**config.mk**
```make
export PLATFORM = sky130hd
export DESIGN_NAME = alu
export DESIGN_NICKNAME = d
export VERILOG_FILES = /design/src/rtl/alu.sv
export SDC_FILE = /design/constraint.sdc
export NUM_CORES = 1
export LEC_CHECK = 0
export CAP_MARGIN = 10
export CORE_MARGIN = 2
export CORE_UTILIZATION = 60
export CTS_CLUSTER_DIAMETER = 40
export DETAILED_ROUTE_END_ITERATION = 6
export HOLD_SLACK_MARGIN = 0.1
export PLACE_DENSITY = 0.92
export SYNTH_ARGS = -nofsm -noshare
export SYNTH_HDL_FRONTEND = slang
export SYNTH_SLANG_ARGS = --single-unit
```
**constraint.sdc**
```tcl
create_clock -name clk -period 5.8 [get_ports clk]
set_input_delay 0.87 -clock clk [delete_from_list [all_inputs] [get_ports clk]]
set_output_delay 0.87 -clock clk [all_outputs]
set_load 0.01 [all_outputs]
```
**src/rtl/alu.sv**
```systemverilog
// Registered integer ALU: eight operations on two WIDTH-bit operands, one-cycle latency.
// Optional status flags (carry, overflow, negative) are compiled in with `define ALU_FLAGS_EN.
module alu #(
  parameter int WIDTH = 32
) (
  input  logic             clk,
  input  logic             rst,
  input  logic             in_valid,
  input  logic [2:0]       alu_op,
  input  logic [WIDTH-1:0] operand1,
  input  logic [WIDTH-1:0] operand2,
  output logic             out_valid,
  output logic [WIDTH-1:0] result,
  output logic             zero
`ifdef ALU_FLAGS_EN
  ,
  output logic             carry,
  output logic             overflow,
  output logic             negative
`endif
);

  localparam int SHW = $clog2(WIDTH);

  typedef enum logic [2:0] {
    OP_ADD = 3'b000,
    OP_SUB = 3'b001,
    OP_AND = 3'b010,
    OP_OR  = 3'b011,
    OP_XOR = 3'b100,
    OP_SLT = 3'b101,
    OP_SLL = 3'b110,
    OP_SRL = 3'b111
  } op_e;

  op_e              op;
  logic [SHW-1:0]   sh;
  logic             lt;
  logic [WIDTH-1:0] next_result;

  assign op = op_e'(alu_op);
  assign sh = operand2[SHW-1:0];
  assign lt = $signed(operand1) < $signed(operand2);

  // NOTE: every always_comb output gets a default first so no path can infer a latch.
  always_comb begin
    next_result = '0;
    unique case (op)
      OP_ADD: next_result = operand1 + operand2;
      OP_SUB: next_result = operand1 - operand2;
      OP_AND: next_result = operand1 & operand2;
      OP_OR:  next_result = operand1 | operand2;
      OP_XOR: next_result = operand1 ^ operand2;
      OP_SLT: next_result = {{(WIDTH-1){1'b0}}, lt};
      OP_SLL: next_result = operand1 << sh;
      OP_SRL: next_result = operand1 >> sh;
      default: next_result = '0;
    endcase
  end

`ifdef ALU_FLAGS_EN
  logic next_carry;
  logic next_overflow;

  // Carry-out of an add shows up as unsigned wrap; SUB carry means "no borrow".
  always_comb begin
    next_carry    = 1'b0;
    next_overflow = 1'b0;
    if (op == OP_ADD) begin
      next_carry    = next_result < operand1;
      next_overflow = (operand1[WIDTH-1] == operand2[WIDTH-1]) &&
                      (next_result[WIDTH-1] != operand1[WIDTH-1]);
    end else if (op == OP_SUB) begin
      next_carry    = operand1 >= operand2;
      next_overflow = (operand1[WIDTH-1] != operand2[WIDTH-1]) &&
                      (next_result[WIDTH-1] != operand1[WIDTH-1]);
    end
  end
`endif

  // NOTE: registers use non-blocking assignments so all outputs update together on the edge.
  always_ff @(posedge clk) begin
    if (rst) begin
      out_valid <= 1'b0;
      result    <= '0;
      zero      <= 1'b1;
`ifdef ALU_FLAGS_EN
      carry     <= 1'b0;
      overflow  <= 1'b0;
      negative  <= 1'b0;
`endif
    end else begin
      out_valid <= in_valid;
      if (in_valid) begin
        result    <= next_result;
        zero      <= (next_result == '0);
`ifdef ALU_FLAGS_EN
        carry     <= next_carry;
        overflow  <= next_overflow;
        negative  <= next_result[WIDTH-1];
`endif
      end
    end
  end

endmodule

```
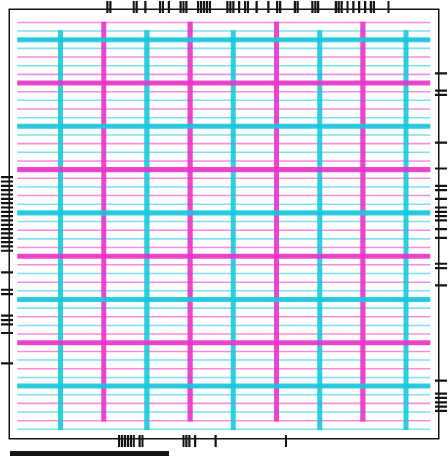
Figure 1: run 1, floorplan with the power grid.
The bar under the picture is 50 µm long. Pins as bars on the die edge.
[cyan] VSS
[magenta] VDD
met1 rails: 48
rows: 47
signal pins: 104
met4 straps: 9
Max rail drop VDD: 0.146 mV
chip width: 134 µm

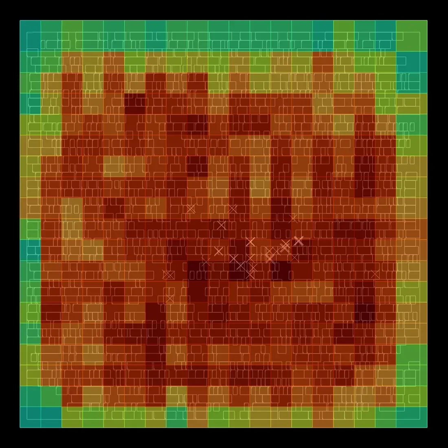
Figure 2: run 1, routing congestion map.
busiest layer in global routing: met2
final standard cell utilization of the core: 70.5%
met2 track demand over resource in global routing: 74.7%

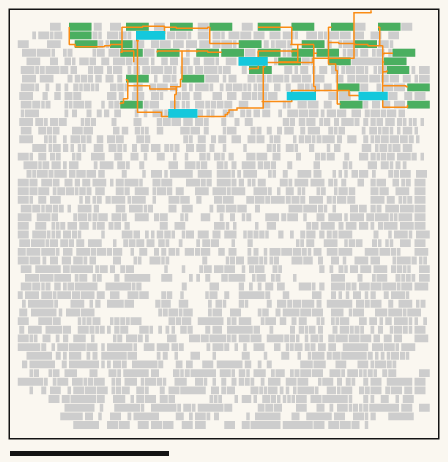
Figure 3: run 1, routed clock nets over the placement.
The bar under the picture is 50 µm long.
[orange] clock wires | length: 510 µm
[green] flip-flops | count: 34
[cyan] clock drivers | count: 5
flops lie: a band across the top
routed clock nets: 6

==> reports/qor.yml, run 1 <==
seq_cells: 34
ys_cells: 1448
syn_avg_cell_area_um2: 7.05
rr_worst_depth: 2
crit_cells: 16
top_area_share_pct: 11.9
finalMaxSlewViolations: 0
synth_cells: 1448
cap_violations: 0
cts.hold.buffers_added: 0
viasPerCell: 7.54
synthesis.area_um2: 10200
wl_met3_um: 7370
cts_setup_buffers: 0
simple_gate_area_share_pct: 19.7
slew_headroom_pct: 16.8
final-hold-violation-count: 0
regMostFlops: "result"
timing.critical_path.fanout_max: 6
antennaDiodeCount: 0
non_clock_inverter_count: 105
synth.ff_latch_count: 34
tritoncts_num_sinks: 34
core_um2: 16600
area_delta_synth_final_pct: 14.5
hold_slack_final_ns: 0.483
switching_share_pct: 49.6
largestPowerGroup: "combinational cells"
reg_top3: "result x32, out_valid x1, zero x1"
num_tap_cells: 220
outcome: "finished with violations"
drcViolationCount: 65
critical-path-max-stage-delay_ns: 0.59
dominant_kind_of_cell_by_area: "multi-input combinational cells"
timing.critical_path.cells: "clkdlybuf4s50_1 > inv_1 > ha_1 > fa_1 > o21bai_1 > o2111ai_1 > a31oi_1 > a211oi_1 > nor2_1 > a31oi_1 > a211oi_1 > nand4_1 > or4_1 > nor3_1 > and4_1 > a41o_1"
number_of_global_route_vias_before_repair: 12000
post_layout_nonfiller_instances: 1732
place_area_um2: 11500
violations: "DRC"
dp_worst_setup_slack_ns: 0.352
globalRouteTotalUtil_pct: 50.9
synth.net_count: 1617
nets: 1680
final.setup_skew_ns: 0
worst_hold_path_type: "reg -> reg"
wl_um: 47400
sequential_cell_area_um2: 681
worst_pin_slew_ns: 1.24
top_layer: "met4"
finalInstanceArea_um2: 11700
sequentialPowerShare_pct: 15.6
global_route.usage.met1_pct: 63.3
num-fill-cells: 1467
netlist_top_cells_area: "sky130_fd_sc_hd__ha_1, sky130_fd_sc_hd__mux4_2, sky130_fd_sc_hd__dfxtp_1, sky130_fd_sc_hd__nor2_1, sky130_fd_sc_hd__a21oi_1"
grt_antenna_before_repair: 0
min_delay_worst_endpoint: "result[7]"
adder_cell_area_share_of_the_yosys_netlist_pct: 12.3
portBuffers: 103
log.warning_count: 91
gr-usage-met3_pct: 17.1
synth_sequential_area_ratio_pct: 6.67
power.net_switching_uw: 845
worstSetupPathType: "in -> reg"
period_used_pct: 93.0
hpwl_um: 36600
hold_path_startpoint: "result[7]"
clock_tree_buf_depth: 2
drt-wirelength-per-cell_um: 27.4
post_synth_mux_area_share_pct: 17.1
gp_routability_congestion: 1.20
fp.dieArea_um2: 18100
power_combinational_mw: 1.16
report.power.total_mw: 1.70
yosys.stat.chipArea_um2: 10200
comb_cells: 1192
grt_pass1_wl_um: 70700
largest_net_degree_at_the_start_of_global_routing: 79
layout.clock.cell_area_share_pct: 1.30
floorplan.core_util_pct: 61.6
rows: 47
detailroute.via_count: 13100
clock_buffer_count: 6
regToRegStartpoint: "result[14]"
==> run 2, diff against run 1 <==
- CELL_PAD_IN_SITES_DETAIL_PLACEMENT: default -> 0
- CELL_PAD_IN_SITES_GLOBAL_PLACEMENT: default -> 1
- CORE_UTILIZATION: 60 -> 44
- GPL_TIMING_DRIVEN: default -> 0
- clock period: 5.8 -> 5.9 ns (I/O delays scaled with it)
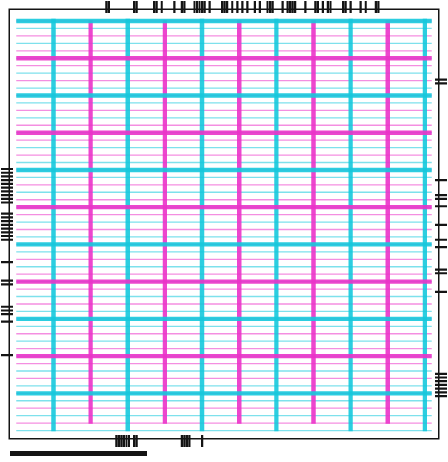
Figure 4: run 2, floorplan with the power grid.
The bar under the picture is 50 µm long. Pins as bars on the die edge.
[magenta] VDD
[cyan] VSS
met1 rails: 56
signal pins: 104
met5 straps: 11

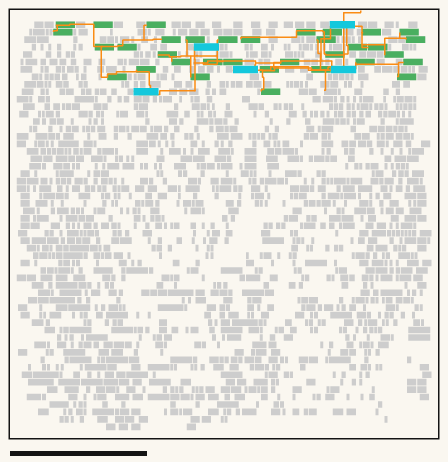
Figure 5: run 2, routed clock nets over the placement.
The bar under the picture is 50 µm long.
[cyan] clock drivers | count: 5
[orange] clock wires | length: 539 µm
[green] flip-flops | count: 34
routed clock nets: 6
flops lie: a band across the top

==> reports/qor.yml, run 2 <==
outcome: "finished with violations"
violations: "DRC"
crit_start: "operand2[0]"
simple_gate_area_share_pct: 19.7
rows: 55
worst_pin_slew_ns: 1.22
final.setup_skew_ns: 0
wl_um: 57200
portBuffers: 101
regMostFlops: "result"
synthesis.area_um2: 10200
setup_total_negative_slack_ns: 0
final_period_minus_worst_setup_slack_ns: 5.87
clock_buffer_count: 7
finalMaxSlewViolations: 0
report.power.total_mw: 1.74
critical_path_arrival_ns: 6.10
crit_path_end: "zero"
ys.warnings.count: 0
power.net_switching_uw: 902
drtPass1Iterations: 7
ys.flop_type: "sky130_fd_sc_hd__dfxtp_1"
floorplan.io_pins: 104
gr-usage-met3_pct: 16.1
area_delta_synth_final_pct: 16.4
cts_made_buffers: 5
sequential_cell_area_um2: 681
dp_worst_setup_slack_ns: -1.79
largest_net_degree_at_the_start_of_global_routing: 20
timing.critical_path.fanout_max: 10
power.clock.total_uw: 270
clock_tree_buf_depth: 2
post_synth_xor_area_fraction_pct: 1.97
layout.core_utilization_pct: 52.3
synth_sequential_area_ratio_pct: 6.67
dr.first_iter.drc_count: 2078
min_delay_worst_endpoint: "result[4]"
dominant_kind_of_cell_by_area: "multi-input combinational cells"
synth.net_count: 1617
synth_dominant_cell_count: "sky130_fd_sc_hd__nor2_1"
power_combinational_mw: 1.21
worst_slack_ns: 0.0322
cap_violations: 0
critical_path.n_buffers_inverters: 5
ys_cells: 1448
hold_slack_final_ns: 0.481
antennaDiodeCount: 0
combPwrFrac_pct: 69.6
gp_routability_congestion: 1.15
wirelength_met1_um: 21900
global_route.usage.met1_pct: 60.3
seq_cells: 34
worstSetupPathType: "in -> reg"
netlist_top_cells_area: "sky130_fd_sc_hd__ha_1, sky130_fd_sc_hd__mux4_2, sky130_fd_sc_hd__dfxtp_1, sky130_fd_sc_hd__nor2_1, sky130_fd_sc_hd__a21oi_1"
log.warning_count: 91
wl_met3_um: 8480
crit_cells: 16
critical-path-max-stage-delay_ns: 0.64
non_clock_inverter_count: 105
global_route.peak_usage_layer: "met2"
final-nonclk-buf-share_pct: 13.3
adder_cell_area_share_of_the_yosys_netlist_pct: 12.3
yosys.stat.chipArea_um2: 10200
detailroute.via_count: 13300
rr_endpoint: "result[14]"
worst_hold_path_type: "reg -> reg"
power.density_nw_per_um2: 146
hpwl_um: 45900
post_synth_mux_area_share_pct: 17.1
num_tap_cells: 285
period_used_pct: 99.5
nets: 1722
dieWidth_um: 156
synth.comb.largest_family: "AND-OR/OR-AND gates"
floorplan.core_util_pct: 45.0
top_layer: "met4"
ant_nets: 0
drt-wirelength-per-cell_um: 31.1
place_area_um2: 11600
gr-total-overflow: 0
viasPerCell: 7.25
reg_top3: "result x32, out_valid x1, zero x1"
largestPowerGroup: "combinational cells"
cts.hold.buffers_added: 0
rsz_0062_raised_after_global_routing: "no"
non_clock_buffer_count: 215
syn_avg_cell_area_um2: 7.05
clock_latency_ns: 0.28
finalInstanceArea_um2: 11900
regToRegStartpoint: "result[14]"
synth.ff_latch_count: 34
tritoncts_num_sinks: 34
vdd_ir_drop_max_mv: 0.111
sequentialPowerShare_pct: 14.9
synth_cells: 1448
hold_path_startpoint: "result[4]"
max_clock_freq_ghz: 0.170
layout.clock.cell_area_share_pct: 1.24
largest_area_cell: "sky130_fd_sc_hd__ha_1"
rr_worst_depth: 2
largest_register_ffs: 32
switching_share_pct: 51.8
globalRouteTotalUtil_pct: 45.8
path_delay_family: "simple AND/OR/NAND/NOR gates"
final-hold-violation-count: 0
slew_headroom_pct: 18.1
met2_usage_pct: 65.7
layout_top_cell: "sky130_fd_sc_hd__nor2_1"
final-setup-viol-count: 0
final_layout_size_suffix_gt1_share_pct: 9.27
post_layout_nonfiller_instances: 1839
comb_cells: 1192
grt_antenna_before_repair: 0
cts_setup_buffers: 1
grt_pass1_wl_um: 82400
clockPowerShare_pct: 15.5
mi_logic_area_um2: 8730
timing.critical_path.cells: "clkdlybuf4s50_1 > buf_6 > buf_6 > buf_2 > buf_2 > mux2i_1 > o22ai_1 > a32oi_1 > nand3_1 > nor4_1 > o2111a_1 > nand4_1 > or4_1 > nor3_1 > and4_1 > a41o_1"
worst_setup_path_end_kind: "register"
cp_data_required_time_ns: 6.13
wl_met2_um: 22700
sh_seq_area_pct: 5.73
number_of_global_route_vias_before_repair: 12400
top_area_share_pct: 11.9
power.static_leakage_nw: 4.89
num-fill-cells: 2337
drcViolationCount: 11
fp.dieArea_um2: 24400
cts.reportedPaths.clkPinSlew_ns: 0.06
worstHoldPathCells: 2
critPathSlowestCell: "sky130_fd_sc_hd__mux2i_1"
timing.critical_path.from_type: "input port"
r2r_setup_slack_ns: 5.09
core_um2: 22700
